[src/rtl/motoro3_pkg.sv]
// Shared definitions for the motoro3 step generator and step monitor:
// phase codes, sector lookup table, monitor state encoding.
package motoro3_pkg;

    localparam logic [3:0] PH_OFF = 4'h0;
    localparam logic [3:0] PH_LO  = 4'h1;
    localparam logic [3:0] PH_HI  = 4'h2;

    localparam logic [2:0] SECT_NONE = 3'd7;

    // Index = sector; each entry is {A, B, C}.
    localparam logic [5:0][11:0] SECT_TBL = {
        {PH_OFF, PH_LO,  PH_HI },
        {PH_LO,  PH_OFF, PH_HI },
        {PH_LO,  PH_HI,  PH_OFF},
        {PH_OFF, PH_HI,  PH_LO },
        {PH_HI,  PH_OFF, PH_LO },
        {PH_HI,  PH_LO,  PH_OFF}
    };

    typedef enum logic [1:0] {IDLE, RUN, FAULT} state_t;

    function automatic logic ph_legal(input logic [3:0] code);
        return (code == PH_OFF) || (code == PH_LO) || (code == PH_HI);
    endfunction

    // Forward distance from one sector to another, modulo 6 (both inputs 0..5).
    function automatic logic [2:0] sect_delta(input logic [2:0] from, input logic [2:0] to);
        logic [3:0] d;
        d = {1'b0, to} + 4'd6 - {1'b0, from};
        if (d >= 4'd6)
            d = d - 4'd6;
        return d[2:0];
    endfunction

endpackage

[src/rtl/motoro3_sector_decode.sv]
// Combinational decode of the three phase codes into a commutation sector.
// Zero latency; no backpressure. Shoot-through takes priority over idle/illegal.
module motoro3_sector_decode
    import motoro3_pkg::*;
(
    input  logic [3:0] step_a,
    input  logic [3:0] step_b,
    input  logic [3:0] step_c,
    output logic [2:0] sector,
    output logic       idle,
    output logic       illegal,
    output logic       shoot
);

    always_comb begin
        sector  = SECT_NONE;
        idle    = 1'b0;
        illegal = 1'b0;
        shoot   = !ph_legal(step_a) || !ph_legal(step_b) || !ph_legal(step_c);
        if (!shoot) begin
            if (step_a == PH_OFF && step_b == PH_OFF && step_c == PH_OFF) begin
                idle = 1'b1;
            end else begin
                illegal = 1'b1;
                for (int i = 0; i < 6; i++) begin
                    if ({step_a, step_b, step_c} == SECT_TBL[i]) begin
                        sector  = 3'(i);
                        illegal = 1'b0;
                    end
                end
            end
        end
    end

endmodule

[src/rtl/motoro3_step_monitor.sv]
// Independent check on the drive path: sector, direction, step period, stall and faults.
// Latency 2 clk pin-to-output; no backpressure. Revolution counter built only with M3MON_REVCNT_EN.
module motoro3_step_monitor
    import motoro3_pkg::*;
#(
    parameter int CNT_W     = 25,
    parameter int STALL_CYC = 10_000_000
`ifdef M3MON_REVCNT_EN
    ,
    parameter int REV_W     = 16
`endif
) (
    input  logic             clk,
    input  logic             rst,
    input  logic [3:0]       m3stepA,
    input  logic [3:0]       m3stepB,
    input  logic [3:0]       m3stepC,
    input  logic             m3faultClr,
    output logic [2:0]       m3sector,
    output logic             m3dir,
    output logic             m3running,
    output logic [CNT_W-1:0] m3period,
    output logic             m3periodVld,
    output logic             m3stall,
    output logic             m3faultShoot,
    output logic             m3faultSeq
`ifdef M3MON_REVCNT_EN
    ,
    output logic [REV_W-1:0] m3revCnt
`endif
);

    localparam logic [CNT_W-1:0] CNT_MAX    = '1;
    localparam logic [CNT_W-1:0] STALL_LAST = CNT_W'(STALL_CYC - 1);

    logic [3:0]       step_a_q, step_b_q, step_c_q;
    logic             clr_q;
    logic [2:0]       dec_sector;
    logic             dec_idle, dec_illegal, dec_shoot;
    logic [2:0]       delta;

    state_t           state_q, state_d;
    logic [2:0]       sector_q, sector_d;
    logic             dir_q, dir_d;
    logic [CNT_W-1:0] period_q, period_d;
    logic             vld_q, vld_d;
    logic             stall_q, stall_d;
    logic [CNT_W-1:0] cnt_q, cnt_d;
    logic             fshoot_q, fshoot_d;
    logic             fseq_q, fseq_d;

    always_ff @(posedge clk or posedge rst) begin
        if (rst) begin
            step_a_q <= PH_OFF;
            step_b_q <= PH_OFF;
            step_c_q <= PH_OFF;
            clr_q    <= 1'b0;
        end else begin
            step_a_q <= m3stepA;
            step_b_q <= m3stepB;
            step_c_q <= m3stepC;
            clr_q    <= m3faultClr;
        end
    end

    motoro3_sector_decode u_decode (
        .step_a  (step_a_q),
        .step_b  (step_b_q),
        .step_c  (step_c_q),
        .sector  (dec_sector),
        .idle    (dec_idle),
        .illegal (dec_illegal),
        .shoot   (dec_shoot)
    );

    always_comb begin
        state_d  = state_q;
        sector_d = sector_q;
        dir_d    = dir_q;
        period_d = period_q;
        vld_d    = 1'b0;
        stall_d  = stall_q;
        cnt_d    = cnt_q;
        fshoot_d = fshoot_q;
        fseq_d   = fseq_q;
        delta    = sect_delta(sector_q, dec_sector);
        case (state_q)
            IDLE: begin
                if (dec_shoot || dec_illegal) begin
                    state_d  = FAULT;
                    fshoot_d = fshoot_q | dec_shoot;
                    fseq_d   = fseq_q | dec_illegal;
                end else if (!dec_idle) begin
                    state_d  = RUN;
                    sector_d = dec_sector;
                    cnt_d    = '0;
                    stall_d  = 1'b0;
                end else begin
                    sector_d = SECT_NONE;
                end
            end
            RUN: begin
                if (dec_shoot || dec_illegal) begin
                    state_d  = FAULT;
                    fshoot_d = fshoot_q | dec_shoot;
                    fseq_d   = fseq_q | dec_illegal;
                    cnt_d    = '0;
                    stall_d  = 1'b0;
                end else if (dec_idle) begin
                    state_d  = IDLE;
                    sector_d = SECT_NONE;
                    cnt_d    = '0;
                    stall_d  = 1'b0;
                end else if (dec_sector == sector_q) begin
                    if (cnt_q == STALL_LAST)
                        stall_d = 1'b1;
                    if (cnt_q != CNT_MAX)
                        cnt_d = cnt_q + 1'b1;
                end else if (delta == 3'd1 || delta == 3'd5) begin
                    sector_d = dec_sector;
                    dir_d    = (delta == 3'd1);
                    period_d = (cnt_q == CNT_MAX) ? CNT_MAX : cnt_q + 1'b1;
                    vld_d    = 1'b1;
                    cnt_d    = '0;
                    stall_d  = 1'b0;
                end else begin
                    // Skipped sector: the previous sector stays visible for diagnosis.
                    state_d  = FAULT;
                    fseq_d   = 1'b1;
                    cnt_d    = '0;
                    stall_d  = 1'b0;
                end
            end
            FAULT: begin
                if (clr_q && dec_idle) begin
                    state_d  = IDLE;
                    sector_d = SECT_NONE;
                    fshoot_d = 1'b0;
                    fseq_d   = 1'b0;
                end
            end
            default: state_d = IDLE;
        endcase
    end

    always_ff @(posedge clk or posedge rst) begin
        if (rst) begin
            state_q  <= IDLE;
            sector_q <= SECT_NONE;
            dir_q    <= 1'b1;
            period_q <= '0;
            vld_q    <= 1'b0;
            stall_q  <= 1'b0;
            cnt_q    <= '0;
            fshoot_q <= 1'b0;
            fseq_q   <= 1'b0;
        end else begin
            state_q  <= state_d;
            sector_q <= sector_d;
            dir_q    <= dir_d;
            period_q <= period_d;
            vld_q    <= vld_d;
            stall_q  <= stall_d;
            cnt_q    <= cnt_d;
            fshoot_q <= fshoot_d;
            fseq_q   <= fseq_d;
        end
    end

`ifdef M3MON_REVCNT_EN
    logic [REV_W-1:0] rev_q;

    always_ff @(posedge clk or posedge rst) begin
        if (rst)
            rev_q <= '0;
        else if (vld_d && sector_q == 3'd5 && dec_sector == 3'd0)
            rev_q <= rev_q + 1'b1;
        else if (vld_d && sector_q == 3'd0 && dec_sector == 3'd5)
            rev_q <= rev_q - 1'b1;
    end

    assign m3revCnt = rev_q;
`endif

    assign m3sector     = sector_q;
    assign m3dir        = dir_q;
    assign m3running    = (state_q == RUN);
    assign m3period     = period_q;
    assign m3periodVld  = vld_q;
    assign m3stall      = stall_q;
    assign m3faultShoot = fshoot_q;
    assign m3faultSeq   = fseq_q;

endmodule

[config.mk]
export PLATFORM = sky130hd
export DESIGN_NAME = motoro3_step_monitor
export DESIGN_NICKNAME = d
export VERILOG_FILES = /design/src/rtl/motoro3_pkg.sv /design/src/rtl/motoro3_sector_decode.sv /design/src/rtl/motoro3_step_monitor.sv
export SDC_FILE = /design/constraint.sdc
export NUM_CORES = 1
export LEC_CHECK = 0
export CAP_MARGIN = 20
export CORE_MARGIN = 2
export CORE_UTILIZATION = 50
export DETAILED_ROUTE_END_ITERATION = 6
export PLACE_DENSITY = 0.76
export SLEW_MARGIN = 20
export SYNTH_ARGS = -nofsm -noshare
export SYNTH_HDL_FRONTEND = slang
export SYNTH_HIERARCHICAL = 1
export SYNTH_SLANG_ARGS = --single-unit
[constraint.sdc]
create_clock -name clk -period 3.2 [get_ports clk]
set_input_delay 0.64 -clock clk [delete_from_list [all_inputs] [get_ports clk]]
set_output_delay 0.64 -clock clk [all_outputs]
set_load 0.02 [all_outputs]
Fig. 1: run 1, M3 wires
Scale bar: 20 um.
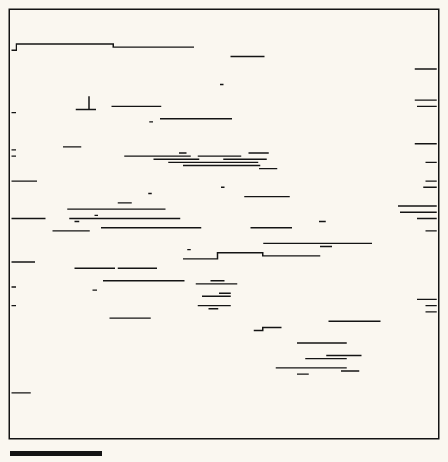
- main direction: horizontal
- nets with wire on the layer: 61
final WL: 10800 um
met3 usage: 4.67%
via count: 3585

Fig. 2: run 1, cell classes on the final placement
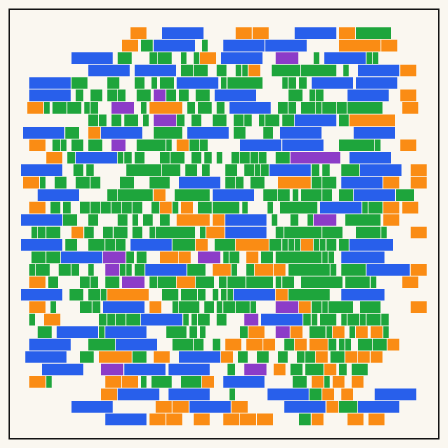
- remaining buffers and delay cells: orange (cells 100; share of their area 19%)
- combinational and other logic: green (cells 311; share of their area 43%)
- sequential cells: blue (cells 73; share of their area 34%)
- clock drivers and dummy loads: purple (cells 16; share of their area 3.9%)
Core ar.: 7730 um2
Seq/total area: 33.3%
final core occ: 71.3%
Finished Cell Area: 5510 um2
row cnt: 32

Fig. 3: run 1, sequential cells coloured by netlist name
Scale bar: 20 um. Other sequential cells in the stronger grey, the rest of the logic in the fainter grey.
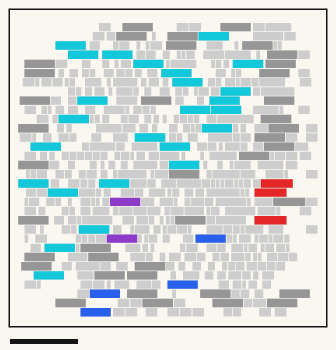
- step_c_q: blue (placed flops 4)
- state_q: purple (placed flops 2)
- m3sector: red (placed flops 3)
- cnt_q: cyan (placed flops 25)
FF+latch area: 1830 um2
Seq power: 0.962 mW

Fig. 4: run 1, placed standard cells
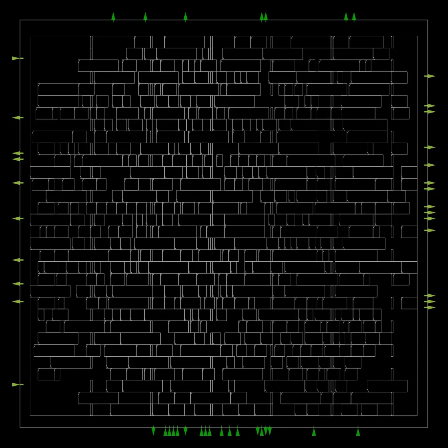
Non-Filler Instances: 602
FFs & Latches: 73
# fillers: 553
Well Taps: 102

==> results.txt, run 1 <==
impl run done, here's what came out: Final nets=520, hold endpoint=m3period[24], # placed instances=571, Mux area share=2.44%, Clk pwr share=38.6%, Cell variety after synth=59, internal power=1.47 mW, final-report max-slew violation count=0, Max-area cell share=43.2%, switch share=27.0%, Setup crit end=m3period[19], Design Power=~2 mW, Critical Path End Type=register, PnR worst setup slack=-0.281 ns, Max Buffers Root-to-Sink=2, Reg power frac=around 48%, cycle use final=109%, P_clk=0.776 mW, fmax=approximately 290 MHz, inverters=13, first-pass GRT wire length=17000 um, Setup CP Type=reg2reg, adder and majority gate portion of the synthesized area=3.31%, largest class=multi-input combinational cells, grt met1 use=34.0%, die width=93.5 um, vias in the first global route=between 3000 and 4000, Area Overhead vs Synth=37.7%, flop-to-flop setup slack=-0.28 ns, Final setup viols=33, yosys aoi share=approximately 18%, clk sinks=73, yosys cell count=a little over 400, Top logic family=simple AND/OR/NAND/NOR gates, Post-synth regs=between 70 and 80, Top Consumer=registers, critical path's top delay family=simple AND/OR/NAND/NOR gates, Placer Congestion=0.939, Cell Area, Placed=4810 um2, cts hold-fix bufs=0, postcts setup bufs=7, Post-synth EDFFs=0, main area contributors after synthesis=dfrtp_1 43%, a31oi_1 4.5%, a21oi_1 4.5%, Ant. Diodes=0, reg2reg path depth=16, Comb area share=41.3%, most numerous logic cell after layout=dfrtp_1, hold path startpoint=m3period[24], die area=between 8000 and 9000 um2, register share after synthesis=45.8%, residual DRC count=0, normalized max-slew margin=50.7%, Chip Area, Yosys=roughly 4000 um2, commonest cells in the netlist=69 x dfrtp_1, 45 x nor2_1, 36 x a21oi_1, status=finished with violations, Synth Net Count=between 400 and 500, met2 global-route usage=between 40% and 50%, worst r2r dst=m3period[19], Syn Std Cell Area=4000 um2, clock skew=approximately 0.011 ns, CP Launch Point=step_c_q[0], syn avg cell area=roughly 9.7 um2, Buf/Inv on CP=5, Yosys top cell by instances=dfrtp_1, Comb power=0.270 mW, failing checks=setup timing, number of logged tool warnings=32, worst hold slack=0.535 ns, Non-clock buffer share=18.4%, Signal buffers=approximately 100, combinational power share=13.5%, CTS tree=done, clk root buf=clkbuf_8, Sw Pwr=~0.54 mW, Clock buf/inv share=3.82%
==> run 1 -> run 2 <==
--- a/config.mk
+++ b/config.mk
@@ -10,7 +10,7 @@
 export CORE_UTILIZATION = 50
 export DETAILED_ROUTE_END_ITERATION = 6
 export PLACE_DENSITY = 0.76
-export SLEW_MARGIN = 20
+export SLEW_MARGIN = 0
 export SYNTH_ARGS = -nofsm -noshare
 export SYNTH_HDL_FRONTEND = slang
 export SYNTH_HIERARCHICAL = 1
Fig. 5: run 2, M3 wires
Scale bar: 20 um.
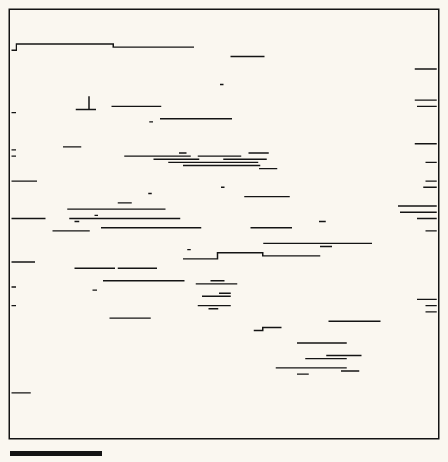

Fig. 6: run 2, cell classes on the final placement
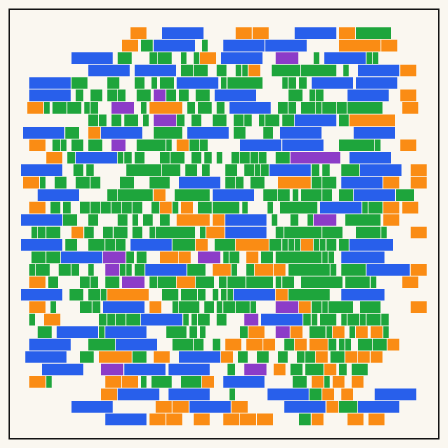
- sequential cells: blue (cells 73; share of their area 34%)
- combinational and other logic: green (cells 311; share of their area 43%)
- remaining buffers and delay cells: orange (cells 100; share of their area 19%)
- clock drivers and dummy loads: purple (cells 16; share of their area 3.9%)

==> run 2 against run 1 <==
The flow still finishes with violations (setup timing). Die size unchanged. Area after synthesis unchanged. Wire length unchanged. Critical endpoint unchanged. Largest power group unchanged.
==> results.txt, run 2 <==
impl run done, here's what came out: clock skew=0.0113 ns (unchanged), failing checks=setup timing (unchanged), Finished Cell Area=5510 um2 (unchanged), Synth Net Count=436 (unchanged), worst hold slack=0.535 ns (unchanged), Top logic family=simple AND/OR/NAND/NOR gates (unchanged), Comb area share=41.3% (unchanged), Ant. Diodes=0 (unchanged), Mux area share=2.44% (unchanged), Post-synth EDFFs=0 (unchanged), flop-to-flop setup slack=-0.28 ns (about the same), row cnt=32 (unchanged), Well Taps=102 (unchanged), hold endpoint=m3period[24] (unchanged), final core occ=71.3% (unchanged), Final setup viols=33 (unchanged), hold path startpoint=m3period[24] (unchanged), Cell Area, Placed=4810 um2 (unchanged), PnR worst setup slack=-0.281 ns (unchanged), status=finished with violations (unchanged), final WL=10800 um (unchanged), register share after synthesis=45.8% (unchanged), largest class=multi-input combinational cells (unchanged), inverters=13 (unchanged), P_clk=0.776 mW (about the same), first-pass GRT wire length=17000 um (unchanged), commonest cells in the netlist=69 x dfrtp_1, 45 x nor2_1, 36 x a21oi_1 (unchanged), Cell variety after synth=59 (unchanged), Critical Path End Type=register (unchanged), die width=93.5 um (unchanged), Area Overhead vs Synth=37.7% (unchanged), CTS tree=done (unchanged), Max Buffers Root-to-Sink=2 (unchanged), yosys cell count=411 (unchanged), internal power=1.47 mW (unchanged), cts hold-fix bufs=0 (unchanged), yosys aoi share=18.0% (unchanged), clk root buf=clkbuf_8 (unchanged), grt met1 use=34.0% (unchanged), met3 usage=4.67% (unchanged), die area=8730 um2 (unchanged), Setup crit end=m3period[19] (unchanged), Non-clock buffer share=18.4% (unchanged), vias in the first global route=3490 (unchanged), reg2reg path depth=16 (unchanged), switch share=27.0% (unchanged), Clk pwr share=38.6% (about the same), # fillers=553 (unchanged), Chip Area, Yosys=4000 um2 (unchanged)
==> run 2 -> run 3 <==
--- a/config.mk
+++ b/config.mk
@@ -7,9 +7,10 @@
 export LEC_CHECK = 0
 export CAP_MARGIN = 20
 export CORE_MARGIN = 2
-export CORE_UTILIZATION = 50
+export CORE_UTILIZATION = 55
 export DETAILED_ROUTE_END_ITERATION = 6
-export PLACE_DENSITY = 0.76
+export DONT_BUFFER_PORTS = 1
+export PLACE_DENSITY = 0.73
 export SLEW_MARGIN = 0
 export SYNTH_ARGS = -nofsm -noshare
 export SYNTH_HDL_FRONTEND = slang
Fig. 7: run 3, cell area per tile
The die is cut into 9 by 9 equal tiles; white is low, dark blue is high, 0 to 100% covered.
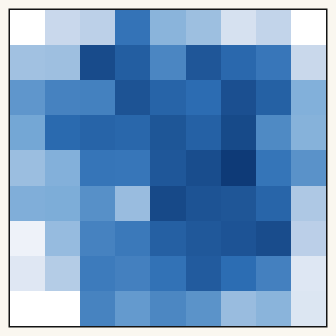
- emptiest ninth of the die: south-west
- fullest tile: 96%
- tiles over 75% full: 35%
Core ar.: 7140 um2
final core occ: 66.8%
Pre-Place Util: 56.1%

Fig. 8: run 3, M3 wires
Scale bar: 20 um.
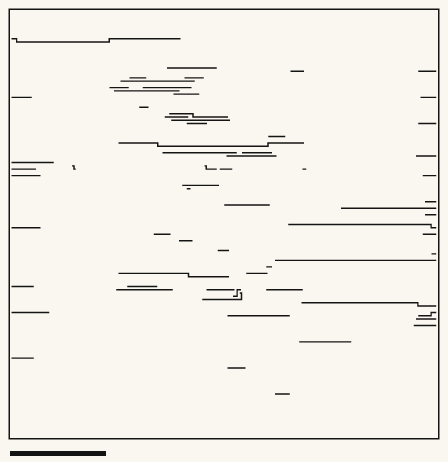
- nets with wire on the layer: 51
- main direction: horizontal
- share of all routed wire: 5.8%
- wire length on this layer: 538 um
- longest straight run: 33.4 um

==> run 3 against run 2 <==
Area after synthesis unchanged. Wire length decreased by 13%. Largest power group unchanged. Power increased by 0.63%. Sequential power increased by 1%. The flow still finishes with violations (setup timing).
==> results.txt, run 3 <==
impl run done, here's what came out: largest net degree at the start of global routing=74 (was 44), WL met3=537 um (was 546 um), Seq power=0.973 mW (was 0.962 mW), cts hold-fix bufs=0 (unchanged), CP Launch Point=step_c_q[0] (unchanged), largest class=multi-input combinational cells (unchanged), register share after synthesis=45.8% (unchanged), Pwr per Cell Area=424 nW/um2 (was 365 nW/um2), Seq/total area=38.5% (was 33.3%), syn avg cell area=9.74 um2 (unchanged), normalized max-slew margin=52.2% (was 50.7%), Setup crit end=m3dir (was m3period[19]), status=finished with violations (unchanged), met2 global-route usage=37.2% (was 40.1%), Yosys top cell by instances=dfrtp_1 (unchanged), critical path's top delay family=simple AND/OR/NAND/NOR gates (unchanged), Well Taps=99 (was 102), Cell Area, Placed=4310 um2 (was 4810 um2), Signal buffers=47 (was 100), Cell variety after synth=59 (unchanged), yosys cell count=411 (unchanged), main area contributors after synthesis=dfrtp_1 43%, a31oi_1 4.5%, a21oi_1 4.5% (unchanged), Top logic family=simple AND/OR/NAND/NOR gates (unchanged), cycle use final=109% (about the same), internal power=1.50 mW (was 1.47 mW), PnR worst setup slack=-0.302 ns (was -0.281 ns), postcts setup bufs=1 (was 7), Chip Area, Yosys=4000 um2 (unchanged), Placer Congestion=0.896 (was 0.939), inverters=13 (unchanged), first-pass GRT wire length=14900 um (was 17000 um), grt met1 use=35.2% (was 34.0%), final-report max-slew violation count=0 (unchanged), worst r2r dst=m3dir (was m3period[19]), Sw Pwr=0.526 mW (was 0.542 mW), # placed instances=520 (was 571), reg2reg path depth=15 (was 16), die area=7970 um2 (was 8730 um2), worst-skew pair later-pin latency=0.36 ns (about the same), number of logged tool warnings=32 (unchanged), row cnt=31 (was 32), Final setup viols=32 (was 33), FF+latch area=1830 um2 (about the same), CTS tree=done (unchanged), Clk pwr share=40.9% (was 38.6%), switch share=26.0% (was 27.0%), Non-clock buffer share=9.13% (was 18.4%), Comb power=0.223 mW (was 0.270 mW), adder and majority gate portion of the synthesized area=3.31% (unchanged), die width=89.3 um (was 93.5 um), Critical Path End Type=register (unchanged), clk sinks=73 (unchanged), final WL=9350 um (was 10800 um), failing checks=setup timing (unchanged), yosys aoi share=18.0% (unchanged), Syn Std Cell Area=4000 um2 (unchanged), Top Consumer=registers (unchanged), Area Overhead vs Synth=19.1% (was 37.7%), Design Power=2.02 mW (was 2.01 mW), Non-Filler Instances=546 (was 602), Die Y-Extent=89.3 um (was 93.5 um), met3 usage=5.72% (was 4.67%), DP HPWL=6180 um (was 6900 um), via count=3275 (was 3585), P_clk=0.826 mW (was 0.776 mW), combinational power share=11.0% (was 13.5%), most numerous logic cell after layout=dfrtp_1 (unchanged), flop-to-flop setup slack=-0.30 ns (was -0.28 ns), Final nets=467 (was 520), Clock buf/inv share=4.75% (was 3.82%), FFs & Latches=73 (unchanged), commonest cells in the netlist=69 x dfrtp_1, 45 x nor2_1, 36 x a21oi_1 (unchanged), clk root buf=clkbuf_8 (unchanged), Synth Net Count=436 (unchanged), Leak=2.01 nW (was 2.22 nW), Post-synth regs=73 (unchanged), Max-area cell share=43.2% (unchanged), residual DRC count=0 (unchanged), Setup CP Type=reg2reg (unchanged), worst hold slack=0.233 ns (was 0.535 ns), Finished Cell Area=4770 um2 (was 5510 um2), Reg power frac=48.1% (was 47.9%), simple share=20.3% (unchanged), Ant. Diodes=0 (unchanged), Post-synth EDFFs=0 (unchanged), Buf/Inv on CP=5 (unchanged), clock skew=0.0126 ns (was 0.0113 ns), fmax=286 MHz (was 287 MHz), Comb area share=44.0% (was 41.3%), Max Buffers Root-to-Sink=2 (unchanged)
Power figures rest on the tool's default switching activity, not on a simulated workload.
